===== src/rtl/i2c_master_ext.sv =====
// Byte-level I2C master with open-drain pad enables, SCL clock stretching with
// timeout, and multi-master arbitration-loss detection.
module i2c_master_ext #(
  parameter int unsigned DVSR_W     = 16,
  parameter bit          STRETCH_EN = 1'b1,
  parameter int unsigned TOUT_W     = 20
) (
  input  logic              clk_i,
  input  logic              rst_ni,
  input  logic [7:0]        din_i,
  input  logic [DVSR_W-1:0] dvsr_i,
  input  logic [2:0]        cmd_i,
  input  logic              wr_i2c_i,
  input  logic              scl_i,
  input  logic              sda_i,
  output logic              scl_oe_o,
  output logic              sda_oe_o,
  output logic              ready_o,
  output logic              done_tick_o,
  output logic              ack_o,
  output logic [7:0]        dout_o,
  output logic              arb_lost_o,
  output logic              timeout_o
);

  typedef enum logic [3:0] {
    StIdle, StStart1, StStart2, StHold, StData1, StData2, StData3, StData4,
    StDataEnd, StRestart, StStop1, StStop2
  } state_e;

  localparam logic [2:0] CmdStart   = 3'd0;
  localparam logic [2:0] CmdWr      = 3'd1;
  localparam logic [2:0] CmdRd      = 3'd2;
  localparam logic [2:0] CmdStop    = 3'd3;
  localparam logic [2:0] CmdRestart = 3'd4;
  // Last stretched cycle before the timeout limit is reached.
  localparam logic [TOUT_W-1:0] ToutLast = {TOUT_W{1'b1}} - TOUT_W'(1);

  state_e              state_q, state_d;
  logic [DVSR_W:0]     cnt_q, cnt_d;
  logic [DVSR_W-1:0]   qutr_q, qutr_d;
  logic [3:0]          bit_q, bit_d;
  logic [8:0]          tx_q, tx_d, rx_q, rx_d;
  logic                rd_q, rd_d;
  logic [TOUT_W-1:0]   tout_q, tout_d;
  logic                scl_oe_q, scl_oe_d, sda_oe_q, sda_oe_d;
  logic                done_q, done_d, ack_q, ack_d, arb_q, arb_d, tmo_q, tmo_d;
  logic [7:0]          dout_q, dout_d;

  logic [DVSR_W:0]     qutr, half, phase_len;
  logic                stretch_st, stretched, phase_end, tx_bit, abort;

  assign qutr       = (qutr_q == '0) ? {{DVSR_W{1'b0}}, 1'b1} : {1'b0, qutr_q};
  assign half       = qutr << 1;
  assign phase_len  = (state_q inside {StStart1, StStart2, StRestart, StStop1, StStop2}) ?
                      half : qutr;
  assign stretch_st = state_q inside {StData2, StData3, StRestart, StStop1, StStop2};
  // SCL is released in these phases; a low level means a slave is stretching.
  assign stretched  = STRETCH_EN && stretch_st && !scl_i;
  assign phase_end  = !stretched && (cnt_q == phase_len - 1'b1);

  // Next-state, datapath and next-output computation.
  always_comb begin
    state_d = state_q;
    qutr_d  = qutr_q;
    bit_d   = bit_q;
    tx_d    = tx_q;
    rx_d    = rx_q;
    rd_d    = rd_q;
    ack_d   = ack_q;
    dout_d  = dout_q;
    arb_d   = arb_q;
    tmo_d   = tmo_q;
    done_d  = 1'b0;
    abort   = 1'b0;
    cnt_d   = stretched ? '0 : cnt_q + 1'b1;
    tout_d  = stretched ? tout_q + 1'b1 : '0;

    case (state_q)
      StIdle: begin
        if (wr_i2c_i && cmd_i == CmdStart) begin
          state_d = StStart1;
          qutr_d  = dvsr_i;
          arb_d   = 1'b0;
          tmo_d   = 1'b0;
        end
      end
      StStart1:  if (phase_end) state_d = StStart2;
      StStart2:  if (phase_end) state_d = StHold;
      StHold: begin
        if (wr_i2c_i) begin
          case (cmd_i)
            CmdStart, CmdRestart: state_d = StRestart;
            CmdStop:              state_d = StStop1;
            CmdWr, CmdRd: begin
              state_d = StData1;
              tx_d    = {din_i, din_i[0]};
              rd_d    = (cmd_i == CmdRd);
              bit_d   = 4'd0;
            end
            default: state_d = StHold;
          endcase
        end
      end
      StData1:   if (phase_end) state_d = StData2;
      StData2: begin
        if (phase_end) begin
          rx_d = {rx_q[7:0], sda_i};
          // Released 1 on a written data bit but the bus reads 0: another master won.
          if (!rd_q && bit_q < 4'd8 && tx_q[8] && !sda_i) begin
            arb_d = 1'b1;
            abort = 1'b1;
          end else begin
            state_d = StData3;
          end
        end
      end
      StData3:   if (phase_end) state_d = StData4;
      StData4: begin
        if (phase_end) begin
          if (bit_q == 4'd8) begin
            state_d = StDataEnd;
            done_d  = 1'b1;
            dout_d  = rx_q[8:1];
            ack_d   = rx_q[0];
          end else begin
            state_d = StData1;
            bit_d   = bit_q + 4'd1;
            tx_d    = {tx_q[7:0], 1'b0};
          end
        end
      end
      StDataEnd: if (phase_end) state_d = StHold;
      StRestart: if (phase_end) state_d = StStart1;
      StStop1:   if (phase_end) state_d = StStop2;
      StStop2: begin
        if (cnt_q == '0 && !sda_i) begin
          arb_d = 1'b1;
          abort = 1'b1;
        end else if (phase_end) begin
          state_d = StIdle;
        end
      end
      default: state_d = StIdle;
    endcase

    if (stretched && tout_q == ToutLast) begin
      tmo_d = 1'b1;
      abort = 1'b1;
    end
    if (abort) begin
      state_d = StIdle;
      done_d  = 1'b0;
      tout_d  = '0;
    end
    if (state_d != state_q || state_q inside {StIdle, StHold}) cnt_d = '0;

    // Bit the master wants on SDA in the data phases (1 = released).
    if (rd_d) tx_bit = (bit_d == 4'd8) ? tx_d[8] : 1'b1;
    else      tx_bit = (bit_d == 4'd8) ? 1'b1 : tx_d[8];

    scl_oe_d = state_d inside {StStart2, StHold, StData1, StData4, StDataEnd};
    case (state_d)
      StStart1, StStart2, StHold, StDataEnd, StStop1: sda_oe_d = 1'b1;
      StData1, StData2, StData3, StData4:             sda_oe_d = ~tx_bit;
      default:                                        sda_oe_d = 1'b0;
    endcase
  end

  // State and registered outputs.
  always_ff @(posedge clk_i or negedge rst_ni) begin
    if (!rst_ni) begin
      state_q  <= StIdle;
      cnt_q    <= '0;
      qutr_q   <= '0;
      bit_q    <= '0;
      tx_q     <= '0;
      rx_q     <= '0;
      rd_q     <= 1'b0;
      tout_q   <= '0;
      scl_oe_q <= 1'b0;
      sda_oe_q <= 1'b0;
      done_q   <= 1'b0;
      ack_q    <= 1'b0;
      dout_q   <= '0;
      arb_q    <= 1'b0;
      tmo_q    <= 1'b0;
    end else begin
      state_q  <= state_d;
      cnt_q    <= cnt_d;
      qutr_q   <= qutr_d;
      bit_q    <= bit_d;
      tx_q     <= tx_d;
      rx_q     <= rx_d;
      rd_q     <= rd_d;
      tout_q   <= tout_d;
      scl_oe_q <= scl_oe_d;
      sda_oe_q <= sda_oe_d;
      done_q   <= done_d;
      ack_q    <= ack_d;
      dout_q   <= dout_d;
      arb_q    <= arb_d;
      tmo_q    <= tmo_d;
    end
  end

  assign ready_o     = (state_q == StIdle) || (state_q == StHold);
  assign scl_oe_o    = scl_oe_q;
  assign sda_oe_o    = sda_oe_q;
  assign done_tick_o = done_q;
  assign ack_o       = ack_q;
  assign dout_o      = dout_q;
  assign arb_lost_o  = arb_q;
  assign timeout_o   = tmo_q;

endmodule


===== config.mk =====
export PLATFORM = sky130hd
export DESIGN_NAME = i2c_master_ext
export DESIGN_NICKNAME = d
export VERILOG_FILES = /design/src/rtl/i2c_master_ext.sv
export SDC_FILE = /design/constraint.sdc
export NUM_CORES = 1
export LEC_CHECK = 0
export CAP_MARGIN = 20
export CORE_MARGIN = 3
export CORE_UTILIZATION = 53
export CTS_BUF_LIST = sky130_fd_sc_hd__clkbuf_4 sky130_fd_sc_hd__clkbuf_8
export DETAILED_ROUTE_END_ITERATION = 16
export PLACE_DENSITY = 0.83
export SETUP_SLACK_MARGIN = 0.02
export SLEW_MARGIN = 20
export SYNTH_ARGS = -nofsm -noshare
export SYNTH_HDL_FRONTEND = slang
export SYNTH_SLANG_ARGS = --single-unit

===== constraint.sdc =====
create_clock -name clk_i -period 7.5 [get_ports clk_i]
set_input_delay 1.875 -clock clk_i [delete_from_list [all_inputs] [get_ports clk_i]]
set_output_delay 1.875 -clock clk_i [all_outputs]
set_load 0.05 [all_outputs]

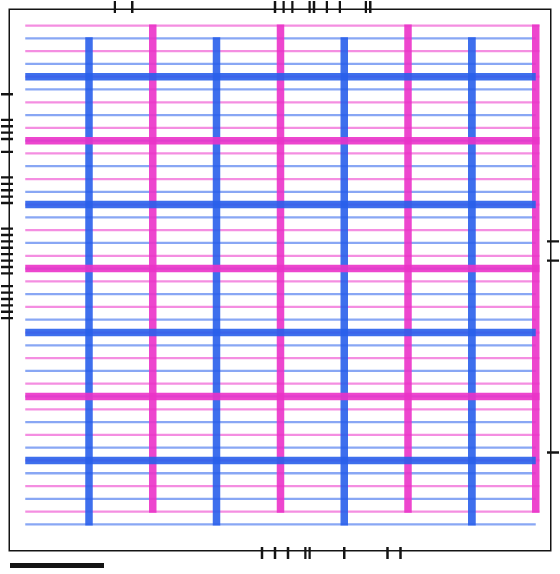
pdn.png
The bar under the picture is 20 microns long. Pins as bars on the die edge.
[blue] VSS
[magenta] VDD
signal pins: 47
met5 straps: 7
Die W: 115 microns
Worst VDD drop: 147 uV
core box area: 11500 sq um

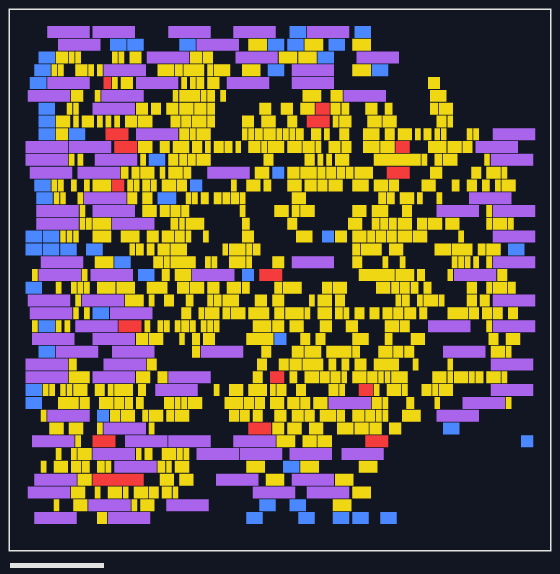
cell_classes.png
The bar under the picture is 20 microns long.
[red] clock drivers and dummy loads | cells: 16 | share of their area: 3.0%
[blue] other buffers and delay cells | cells: 53 | share of their area: 7.6%
[purple] flops | cells: 94 | share of their area: 35%
[yellow] all other logic | cells: 566 | share of their area: 55%
final instance area: 6960 sq um
Final Util: 60.5%
num rows: 39
sequential share of cell area: 33.8%

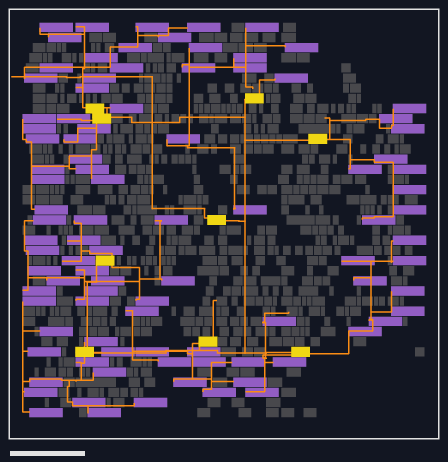
clock_map.png
The bar under the picture is 20 microns long.
[orange] clock wires | length: 1220 microns
[purple] flip-flops | count: 94
[yellow] cells driving clock nets | count: 9
routed clock nets: 10

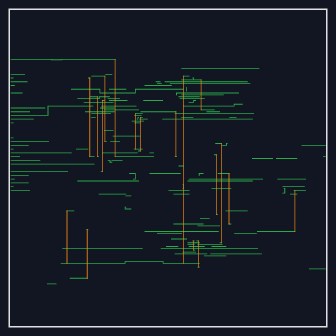
metal_stack.png
Two of the layers only.
[green] met3 | wire length: 1240 microns
[orange] met4 | wire length: 396 microns

==> qor.csv <==
metric,value,unit
status,completed,
cts_buffers,9,
tns,0,ps
hold_class,flop to flop,
comb_cells,548,
critical_path_buf_inv_count,0,
viasPerCell,6.39,
nNetsFinal,763,
busiest_layer,met2,
grt_pass1_wl,27100,microns
fin_skew,12.1,ps
grtUsageMet3,5.79,%
drt-initial-drc-count,431,
p_comb,0.924,mW
reg2reg_slack,1550,ps
antenna_found_initial,0,
synth_top_area_share,37.5,%
r2r_start,state_q[1]$_DFF_PN0_,
hp-start,dout_o[7]$_DFFE_PN0P_,
dominant_cells,combinational gates,
holdPathEnd,dout_o[7]$_DFFE_PN0P_,
warnings,29,
mi_logic_area,3650,sq um
power_frac_seq,34.9,%
h-tree-depth,3,
wl_met3,1240,microns
n_sequential_cell,94,
synth_cells,703,
yosys_area,6280,sq um
area_growth,11.0,%
clockRootBuffer,clkbuf_8,
crit_family,simple AND/OR/NAND/NOR gates,
drtAntennaViolNets,0,
antenna_cells,0,
worst_path_max_delay_cell,dfrtp_1,
postSynthSeqShare,37.5,%
clk_path_buf_depth,2,
syn-cell-area,6280,sq um
gp_congestion,0.946,
p_switching,0.877,mW
fin_cells,872,
taps,143,
grt_pass1_vias,5348,
cts_resized,0,
relSlewSlack,36.6,%
